**config.mk**
```make
export PLATFORM = sky130hd
export DESIGN_NAME = tiny_project_mux_flat
export DESIGN_NICKNAME = d
export VERILOG_FILES = /design/src/rtl/tpm_pkg.sv /design/src/rtl/tiny_project_mux_if.sv /design/src/rtl/tpm_cfg_shift.sv /design/src/rtl/tiny_project_mux.sv /design/src/flat_wrapper.sv
export SDC_FILE = /design/constraint.sdc
export NUM_CORES = 1
export LEC_CHECK = 0
export ABC_AREA = 1
export CAP_MARGIN = 5
export CORE_ASPECT_RATIO = 0.6
export CORE_MARGIN = 1.5
export CORE_UTILIZATION = 39
export DETAILED_ROUTE_END_ITERATION = 10
export PLACE_DENSITY = 0.83
export SLEW_MARGIN = 10
export SYNTH_ARGS = -nofsm -noshare
export SYNTH_HDL_FRONTEND = slang
export SYNTH_HIERARCHICAL = 1
export SYNTH_SLANG_ARGS = --single-unit
```
**constraint.sdc**
```tcl
create_clock -name wb_clk_i -period 1.55 [get_ports wb_clk_i]
set_clock_uncertainty 0.2 [all_clocks]
set_input_delay 0.155 -clock wb_clk_i [delete_from_list [all_inputs] [get_ports wb_clk_i]]
set_output_delay 0.155 -clock wb_clk_i [all_outputs]
set_load 0.1 [all_outputs]
```
**src/rtl/tpm_pkg.sv**
```systemverilog
// ============================================================================
// Module : tpm_pkg
// Brief  : Shared constants and config-word layout helpers for tiny_project_mux.
//          The loop bit exists only when TPM_LOOPBACK_EN is defined.
// Rev    : 1.0  initial release
// ============================================================================
`default_nettype none

package tpm_pkg;

`ifdef TPM_LOOPBACK_EN
  localparam int LOOP_BITS = 1;
`else
  localparam int LOOP_BITS = 0;
`endif

  localparam int RST_CYC     = 4;
  localparam int RST_CNT_W   = $clog2(RST_CYC + 1);
  localparam int SYNC_STAGES = 2;

  localparam int CFG_PIN_SCLK  = 0;
  localparam int CFG_PIN_SDATA = 1;
  localparam int CFG_PIN_LATCH = 2;

  // Config word, MSB..LSB: [loop] sel, div, oe_mask
  function automatic int tpm_cfg_w(input int sel_w, input int div_w, input int out_w);
    return sel_w + div_w + out_w + LOOP_BITS;
  endfunction

  function automatic int tpm_div_lsb(input int out_w);
    return out_w;
  endfunction

  function automatic int tpm_sel_lsb(input int div_w, input int out_w);
    return out_w + div_w;
  endfunction

endpackage

`default_nettype wire

```
**src/rtl/tiny_project_mux_if.sv**
```systemverilog
// ============================================================================
// Module : tiny_project_mux_if
// Brief  : Pad window and slot-side bundle of the multi-slot project wrapper.
// Rev    : 1.0  initial release
// ============================================================================
`default_nettype none

interface tiny_project_mux_if #(
  parameter int PADS    = 38,
  parameter int N_SLOTS = 4,
  parameter int IN_W    = 8,
  parameter int OUT_W   = 8
);
  logic [PADS-1:0]          io_in;
  logic [PADS-1:0]          io_out;
  logic [PADS-1:0]          io_oeb;
  logic [N_SLOTS*IN_W-1:0]  slot_in;
  logic [N_SLOTS*OUT_W-1:0] slot_out;
  logic [N_SLOTS-1:0]       slot_clk;
  logic [N_SLOTS-1:0]       slot_rst;

  modport master (
    input  io_in, slot_out,
    output io_out, io_oeb, slot_in, slot_clk, slot_rst
  );

  modport slave (
    output io_in, slot_out,
    input  io_out, io_oeb, slot_in, slot_clk, slot_rst
  );
endinterface

`default_nettype wire

```
**src/rtl/tpm_cfg_shift.sv**
```systemverilog
// ============================================================================
// Module : tpm_cfg_shift
// Brief  : Serial config port: pad synchroniser, rise detect, shadow and active
//          config registers, one-cycle update pulse on each latch.
// Rev    : 1.0  initial release
// ============================================================================
`default_nettype none

module tpm_cfg_shift
  import tpm_pkg::*;
#(
  parameter int               CFG_W   = 18,
  parameter logic [CFG_W-1:0] CFG_RST = '0
) (
  input  logic             clk_i,
  input  logic             rst_i,
  input  logic [2:0]       cfg_pins_i,
  output logic [CFG_W-1:0] cfg_o,
  output logic             cfg_update_o
);

  logic [SYNC_STAGES-1:0][2:0] sync_q;
  logic [2:0]                  prev_q;
  logic [CFG_W-1:0]            shadow_q;
  logic [CFG_W-1:0]            cfg_q;
  logic                        update_q;
  logic [2:0]                  w_pins;
  logic [2:0]                  w_rise;

  assign w_pins = sync_q[SYNC_STAGES-1];
  assign w_rise = w_pins & ~prev_q;

  always_ff @(posedge clk_i) begin
    if (rst_i) begin
      sync_q   <= '0;
      prev_q   <= '0;
      shadow_q <= '0;
      cfg_q    <= CFG_RST;
      update_q <= 1'b0;
    end else begin
      sync_q   <= {sync_q[SYNC_STAGES-2:0], cfg_pins_i};
      prev_q   <= w_pins;
      update_q <= w_rise[CFG_PIN_LATCH];
      // A latch edge takes priority; a coincident shift edge is dropped.
      if (w_rise[CFG_PIN_LATCH]) begin
        cfg_q <= shadow_q;
      end else if (w_rise[CFG_PIN_SCLK]) begin
        shadow_q <= {shadow_q[CFG_W-2:0], w_pins[CFG_PIN_SDATA]};
      end
    end
  end

  assign cfg_o        = cfg_q;
  assign cfg_update_o = update_q;

endmodule

`default_nettype wire

```
**src/rtl/tiny_project_mux.sv**
```systemverilog
// ============================================================================
// Module : tiny_project_mux
// Brief  : Multi-slot user-project wrapper: slot select, per-slot clock divider
//          and reset, masked registered output window. Optional pad loopback
//          is enabled with the TPM_LOOPBACK_EN macro.
// Rev    : 1.0  initial release
// ============================================================================
`default_nettype none

module tiny_project_mux
  import tpm_pkg::*;
#(
  parameter int PADS    = 38,
  parameter int N_SLOTS = 4,
  parameter int IN_W    = 8,
  parameter int IN_LSB  = 12,
  parameter int OUT_W   = 8,
  parameter int OUT_LSB = 20,
  parameter int CFG_LSB = 8,
  parameter int DIV_W   = 8
) (
  input  logic               wb_clk_i,
  input  logic               wb_rst_i,
  tiny_project_mux_if.master bus
);

  localparam int               SEL_W   = $clog2(N_SLOTS);
  localparam int               CFG_W   = tpm_cfg_w(SEL_W, DIV_W, OUT_W);
  localparam logic [CFG_W-1:0] CFG_RST = CFG_W'({OUT_W{1'b1}});

  logic [CFG_W-1:0]     w_cfg;
  logic                 w_cfg_update;
  logic [OUT_W-1:0]     w_oe_mask;
  logic [DIV_W-1:0]     w_div;
  logic [SEL_W-1:0]     w_sel;
  logic                 w_loop;
  logic [N_SLOTS-1:0]   w_hit;
  logic                 w_slot_ok;
  logic                 w_sel_chg;
  logic                 w_div_chg;
  logic [OUT_W-1:0]     w_slot_data;

  logic [SEL_W-1:0]     sel_prev_q;
  logic [DIV_W-1:0]     div_prev_q;
  logic [RST_CNT_W-1:0] rst_cnt_q, rst_cnt_d;
  logic [DIV_W-1:0]     div_cnt_q, div_cnt_d;
  logic [N_SLOTS-1:0]   slot_clk_q, slot_clk_d;
  logic [N_SLOTS-1:0]   slot_rst_q, slot_rst_d;
  logic [OUT_W-1:0]     out_q, out_d;
  logic [OUT_W-1:0]     oeb_q, oeb_d;

  tpm_cfg_shift #(
    .CFG_W   (CFG_W),
    .CFG_RST (CFG_RST)
  ) u_cfg (
    .clk_i        (wb_clk_i),
    .rst_i        (wb_rst_i),
    .cfg_pins_i   (bus.io_in[CFG_LSB +: 3]),
    .cfg_o        (w_cfg),
    .cfg_update_o (w_cfg_update)
  );

  assign w_oe_mask = w_cfg[OUT_W-1:0];
  assign w_div     = w_cfg[tpm_div_lsb(OUT_W) +: DIV_W];
  assign w_sel     = w_cfg[tpm_sel_lsb(DIV_W, OUT_W) +: SEL_W];

`ifdef TPM_LOOPBACK_EN
  assign w_loop = w_cfg[CFG_W-1];
`else
  assign w_loop = 1'b0;
`endif

  for (genvar k = 0; k < N_SLOTS; k++) begin : g_slot
    assign w_hit[k] = (w_sel == SEL_W'(k));
    assign bus.slot_in[k*IN_W +: IN_W] = bus.io_in[IN_LSB +: IN_W];
  end

  assign w_slot_ok = (|w_hit) & ~w_loop;
  assign w_sel_chg = w_cfg_update && (w_sel != sel_prev_q);
  assign w_div_chg = w_cfg_update && (w_div != div_prev_q);

  always_comb begin
    w_slot_data = '0;
    for (int k = 0; k < N_SLOTS; k++) begin
      if (w_hit[k]) begin
        w_slot_data = bus.slot_out[k*OUT_W +: OUT_W];
      end
    end
  end

  // Slot reset: counter reloads on a slot switch or any latch while still counting.
  always_comb begin
    rst_cnt_d = rst_cnt_q;
    if (w_sel_chg || (w_cfg_update && (rst_cnt_q != '0))) begin
      rst_cnt_d = RST_CNT_W'(RST_CYC - 1);
    end else if (rst_cnt_q != '0) begin
      rst_cnt_d = rst_cnt_q - 1'b1;
    end
    slot_rst_d = '1;
    if (w_slot_ok && (rst_cnt_d == '0)) begin
      slot_rst_d = ~w_hit;
    end
  end

  always_comb begin
    div_cnt_d  = div_cnt_q;
    slot_clk_d = slot_clk_q;
    if (!w_slot_ok || w_sel_chg || w_div_chg) begin
      div_cnt_d  = '0;
      slot_clk_d = '0;
    end else if (div_cnt_q == w_div) begin
      div_cnt_d  = '0;
      slot_clk_d = slot_clk_q ^ w_hit;
    end else begin
      div_cnt_d = div_cnt_q + 1'b1;
    end
  end

  always_comb begin
    out_d = '0;
    oeb_d = '1;
    if (w_slot_ok) begin
      out_d = w_slot_data;
      oeb_d = ~w_oe_mask;
    end
`ifdef TPM_LOOPBACK_EN
    if (w_loop) begin
      out_d = '0;
      out_d[((IN_W < OUT_W) ? IN_W : OUT_W)-1:0] =
        bus.io_in[IN_LSB +: ((IN_W < OUT_W) ? IN_W : OUT_W)];
      oeb_d = ~w_oe_mask;
    end
`endif
  end

  always_ff @(posedge wb_clk_i) begin
    if (wb_rst_i) begin
      sel_prev_q <= '0;
      div_prev_q <= '0;
      rst_cnt_q  <= RST_CNT_W'(RST_CYC);
      div_cnt_q  <= '0;
      slot_clk_q <= '0;
      slot_rst_q <= '1;
      out_q      <= '0;
      oeb_q      <= '1;
    end else begin
      sel_prev_q <= w_sel;
      div_prev_q <= w_div;
      rst_cnt_q  <= rst_cnt_d;
      div_cnt_q  <= div_cnt_d;
      slot_clk_q <= slot_clk_d;
      slot_rst_q <= slot_rst_d;
      out_q      <= out_d;
      oeb_q      <= oeb_d;
    end
  end

  always_comb begin
    bus.io_out                     = '0;
    bus.io_out[OUT_LSB +: OUT_W]   = out_q;
    bus.io_oeb                     = '1;
    bus.io_oeb[OUT_LSB +: OUT_W]   = oeb_q;
  end

  assign bus.slot_clk = slot_clk_q;
  assign bus.slot_rst = slot_rst_q;

endmodule

`default_nettype wire
```
**src/flat_wrapper.sv**
```systemverilog
// flat-port wrapper written by rule: the top's interface ports become plain ports
module tiny_project_mux_flat import tpm_pkg::*;
#(
  parameter int PADS    = 38,
  parameter int N_SLOTS = 4,
  parameter int IN_W    = 8,
  parameter int IN_LSB  = 12,
  parameter int OUT_W   = 8,
  parameter int OUT_LSB = 20,
  parameter int CFG_LSB = 8,
  parameter int DIV_W   = 8
)
  (wb_clk_i, wb_rst_i, bus_io_in, bus_slot_out, bus_io_out, bus_io_oeb, bus_slot_in, bus_slot_clk, bus_slot_rst);
  tiny_project_mux_if #(.PADS(PADS), .N_SLOTS(N_SLOTS), .IN_W(IN_W), .OUT_W(OUT_W)) bus_i ();
  input  logic wb_clk_i;
  input  logic wb_rst_i;
  input wire logic [$bits(bus_i.io_in)-1:0] bus_io_in;
  input wire logic [$bits(bus_i.slot_out)-1:0] bus_slot_out;
  output wire logic [$bits(bus_i.io_out)-1:0] bus_io_out;
  output wire logic [$bits(bus_i.io_oeb)-1:0] bus_io_oeb;
  output wire logic [$bits(bus_i.slot_in)-1:0] bus_slot_in;
  output wire logic [$bits(bus_i.slot_clk)-1:0] bus_slot_clk;
  output wire logic [$bits(bus_i.slot_rst)-1:0] bus_slot_rst;
  assign bus_i.io_in = bus_io_in;
  assign bus_i.slot_out = bus_slot_out;
  assign bus_io_out = bus_i.io_out;
  assign bus_io_oeb = bus_i.io_oeb;
  assign bus_slot_in = bus_i.slot_in;
  assign bus_slot_clk = bus_i.slot_clk;
  assign bus_slot_rst = bus_i.slot_rst;
  tiny_project_mux #(.PADS(PADS), .N_SLOTS(N_SLOTS), .IN_W(IN_W), .IN_LSB(IN_LSB), .OUT_W(OUT_W), .OUT_LSB(OUT_LSB), .CFG_LSB(CFG_LSB), .DIV_W(DIV_W)) u_core (.wb_clk_i(wb_clk_i), .wb_rst_i(wb_rst_i), .bus(bus_i));
endmodule
```
==> images/m2.png <==
Scale bar: 50 um.
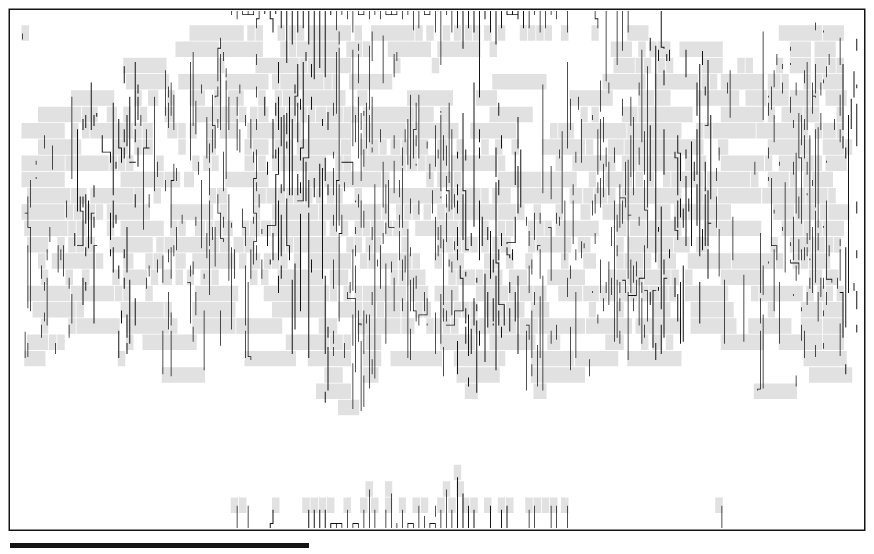
The longest straight run is 36.0 um. The wires run mostly vertical. 538 nets have wire on it. The layer carries 3,810 um of wire. The layer holds 44% of the routed length.
M2 GR Usage: 0.212
via count: 3,396
final WL: 8.62 mm

==> images/congestion_map.png <==
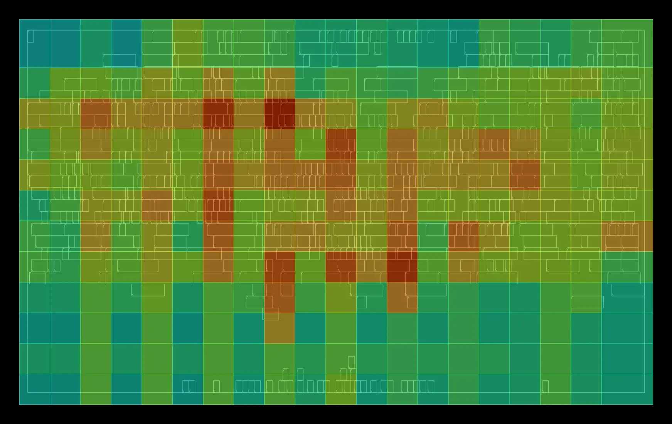
met1 Use GR: 0.184
met3 Use GR: 0.0619
fin util: 0.500
busiest grt layer: met2
DR WL/cell: 10.7 um

==> images/closeup.png <==
Scale bar: 10 um. Window x 51 to 91, y 6 to 46 um. Cells in gray, sequential cells in the stronger gray; small squares are vias.
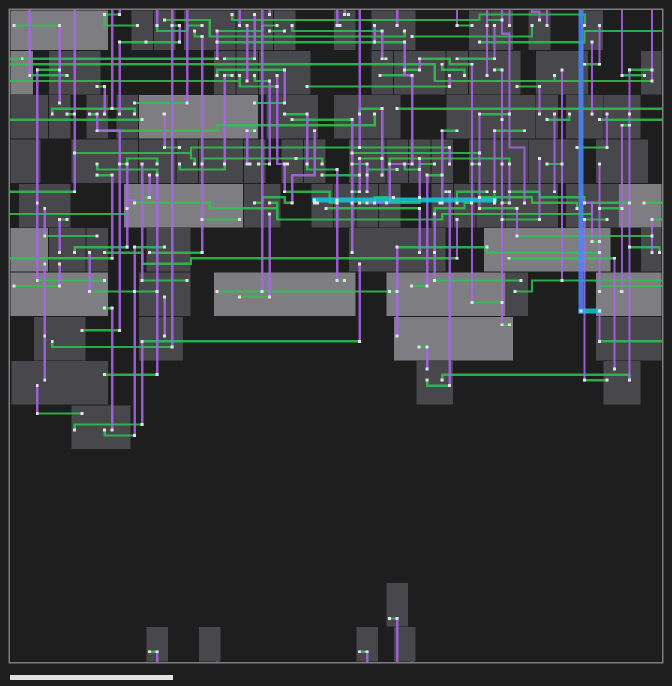
M1: in green. M2: in purple. M3: in cyan. M4: in blue.
Netlist names of flops here include `u_core/div_cnt_q` (6), `u_core/div_prev_q` (3). Most frequent: nand2_1 (15), xnor2_1 (10), inv_1 (9). 81 logic cells have their middle in the window. Sequential cells in the window: 9.

==> images/m1.png <==
Scale bar: 50 um. Supply wires on this layer in gray.
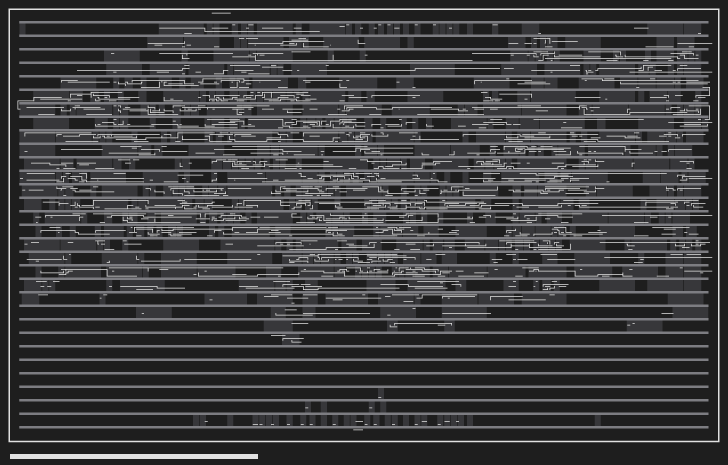
The longest straight run is 43.7 um. The layer holds 48% of the routed length. The layer carries 4,110 um of wire.

==> results.yml <==
# yosys + openroad results
placed_design:
  dpl.hpwl_mm: 6.17
  gp_congestion: 0.863
  io_buffers: 60
  place_worst_setup_slack_ns: -0.140
  placed_cells: 785
  place_area_um2: 5190
critical_path:
  path_class: "flip-flop to flip-flop"
  cp.required_ns: 1.58
  startpoint_type: "flip-flop"
  end_kind: "flip-flop"
  regToRegEndpoint: "u_core/rst_cnt_q[0]"
  r2r_slack_ns: 0.05
  critPathBufInv: 2
  crit_path_end: "u_core/rst_cnt_q[0]"
  cp.arrival_ns: 1.53
  cpMostUsedCell: "ha_4"
  cpLargestDelayFamily: "adder cells"
  crit_slowest_cell: "dfxtp_2"
  worstSetupPathDepth: 7
  slowest_delay_ns: 0.34
  reg2reg_depth: 7
  r2r-start: "u_core/rst_cnt_q[0]"
  cp_max_fo: 4
  startpoint: "u_core/rst_cnt_q[0]"
  cp_cell_sequence: "inv_2, ha_4, ha_4, xnor2_4, buf_4, a21oi_1, nor2_1"
route:
  final_antenna_net_count: 0
  drt_iter0_drc: 146
  firstDrtPassIters: 4
  via_per_inst: 4.21
  drt_drc_violations_left: 0
clock_tree:
  clock-root-buffer: "clkbuf_16"
  clk_pin_slew_ns: 0.06
  clockBufferDepth: 2
  cts_max_level: 3
  cts_buffers: 9
  hold_buffers: 0
  clock_latency_ns: 0.34
  cts_tree: "yes"
  clock_sinks: 90
synthesis:
  yosys-top-cells-area: "dfxtp_1, buf_4, nand2_1"
  yosys_register_bits: 90
  yosys_warnings: 6
  syn_avg_cell_area_um2: 7.66
  synth-seq-area-share: 0.395
  yosys.area.top_type: "dfxtp_1"
  synthesis.area_um2: 4560
  flop_cell: "dfxtp_1"
  top_cell_area_share: 0.395
  top_cells_by_count: "nand2_1, buf_4, dfxtp_1"
  edf_count: 0
  ys_area_um2: 4560
  ys_cells: 596
  yosysMostFrequentCell: "nand2_1"
  syn_inst: 596
  yosysUniqueCellTypes: 33
  ys_async_sr_fraction: 0
power_and_ir_drop:
  power.leakage_nw: 2.53
  pwr-share-comb: 0.336
  power.switching_mw: 2.73
  intPower_mw: 4.53
  power.density_nw_per_um2: 1280
  total_power_mw: 7.26
  p_seq_frac: 0.363
  ir_drop_mv: 0.631
  p_clk_frac: 0.301
  swShare: 0.376
layout:
  antenna_cells: 0
  fill_cells: 1105
  fin_nets: 717
  stdcell_count: 806
  drive_above_1_share: 0.200
  area_delta_synth_final_pct: 24.1
  stdcell_area_um2: 5660
job:
  maxCapViolations: 0
  warnings: 57
floorplanning:
  fp.coreArea_um2: 11300
  ios: 188
  die_w_um: 143
  die_h_um: 86.8
  fp_util: 0.403
  row_count: 30
  die_area_um2: 12400
timing:
  slew_viol_final: 0
  period_minus_slack_ns: 1.50
  final-hold-violation-count: 0
  timing.hold.ws_ns: 0.110
  rsz0062_at_grt: "true"
  setup_ws_ns: 0.0538
  max_freq_ghz: 0.668
  tns_ns: 0
  finalClockPeriodUsage: 0.965
  setup_violations: 0
global_routing:
  antenna_found_initial: 0
  gr-total-overflow: 0
  grt_max_degree: 37
  grt_util_all_layers: 0.142
  grt_pass1_vias: 2928
  grt_pass1_wl_mm: 13.6
worst_hold_path:
  hold_depth: 0
  hold_class: "primary input to output port"
outcome:
  status: "finished, final reports clean"
==> registers in the layout, summed over array words and instances (netlist names) <==
| register | cells |
|---|---|
| u_core/u_cfg/cfg_o | 18 |
| u_core/u_cfg/shadow_q | 18 |
| u_core/div_cnt_q | 8 |
| u_core/div_prev_q | 8 |
| u_core/oeb_q | 8 |
| u_core/out_q | 8 |
| u_core/bus.slot_clk | 4 |
| u_core/bus.slot_rst | 4 |
| u_core/rst_cnt_q | 3 |
| u_core/u_cfg/sync_q | 3 |
| u_core/u_cfg/w_pins | 3 |
| u_core/sel_prev_q | 2 |
| u_core/u_cfg/prev_q | 2 |
| u_core/u_cfg/cfg_update_o | 1 |
==> power groups by stage <==
stage	logic, mW	registers [mW]	clock network [mW]
floorplan	1.79	3.02	0
global placement	2.18	2.66	0
detailed placement	2.21	2.67	0
CTS	2.30	2.63	2.26
global route	2.60	2.65	2.36
finish	2.44	2.64	2.18
==> layer usage <==
metal  global-route usage  up-vias  wire [um]
li1                     -     1768          -
met3               0.0619        4        656
met1                0.184     1523       4110
met5                    0        -          0
met4               0.0459        0         45
met2                0.212      101       3810
==> layout by cell type (no fill, tap or decap), types with 14 or more instances in the layout <==
cell type        Yosys  layout
a21oi_1             21      20
buf_12               0      29
buf_4               94      19
clkdlybuf4s50_1      0      36
conb_1               2      60
dfxtp_1             90      71
dfxtp_2              0      17
inv_1               62      59
nand2_1            125     124
nand3_1             27      25
nand4_1             15      15
nor2_1              68      68
xnor2_1             16      14
==> timing repair <==
| item | CTS | global route |
|---|---|---|
| pin swaps | 6 | 8 |
| gates cloned | 0 | 1 |
| setup buffers | 0 | 4 |
| resized | 10 | 28 |
| endpoints found under the setup margin | 16 | 23 |
==> worst reg2reg max path: cells and delay by family (launching register included) <==
family / cells / cell delay [ns]
flops: 1 / 0.34
buf+inv: 2 / 0.19
compound gates: 1 / 0.12
simple gates: 1 / 0.06
xor+xnor: 1 / 0.14
fa+ha+maj: 2 / 0.35
==> worst min path at each step <==
stage,startpoint,end,slack [ns]
floorplan,bus_io_in[8],u_core/u_cfg/sync_q[0],0.06
global placement,bus_io_in[13],bus_slot_in[17],0.11
detailed placement,bus_io_in[13],bus_slot_in[17],0.11
CTS,bus_io_in[10],u_core/u_cfg/sync_q[2],0.11
global route,bus_io_in[18],bus_slot_in[6],0.11
finish,bus_io_in[13],bus_slot_in[17],0.11
==> cell families after synthesis <==
family | Yosys count | synth area share
AOI/OAI and AO/OA | 41 | 0.0524
DFF | 90 | 0.395
xor gates and xnor gates | 23 | 0.0458
adders and majority gates | 4 | 0.0110
other | 2 | 0.00165
and+or+nand+nor | 257 | 0.252
buffers and inverters | 179 | 0.242
==> cell type report <==
type / instances / area, um^2 / area share
Clock inverter: 7 / 73.8 / 0.0130
Clock buffer: 9 / 225 / 0.0398
Sequential cell: 90 / 1830 / 0.323
Inverter: 70 / 268 / 0.0473
Timing Repair inverter: 1 / 5.00 / 0.000884
Tap cell: 160 / 200 / 0.0353
Timing Repair Buffer: 84 / 1080 / 0.191
Multi-Input combinational cell: 385 / 1980 / 0.349
No activity file was given, so power comes from the tool's default toggle rates.
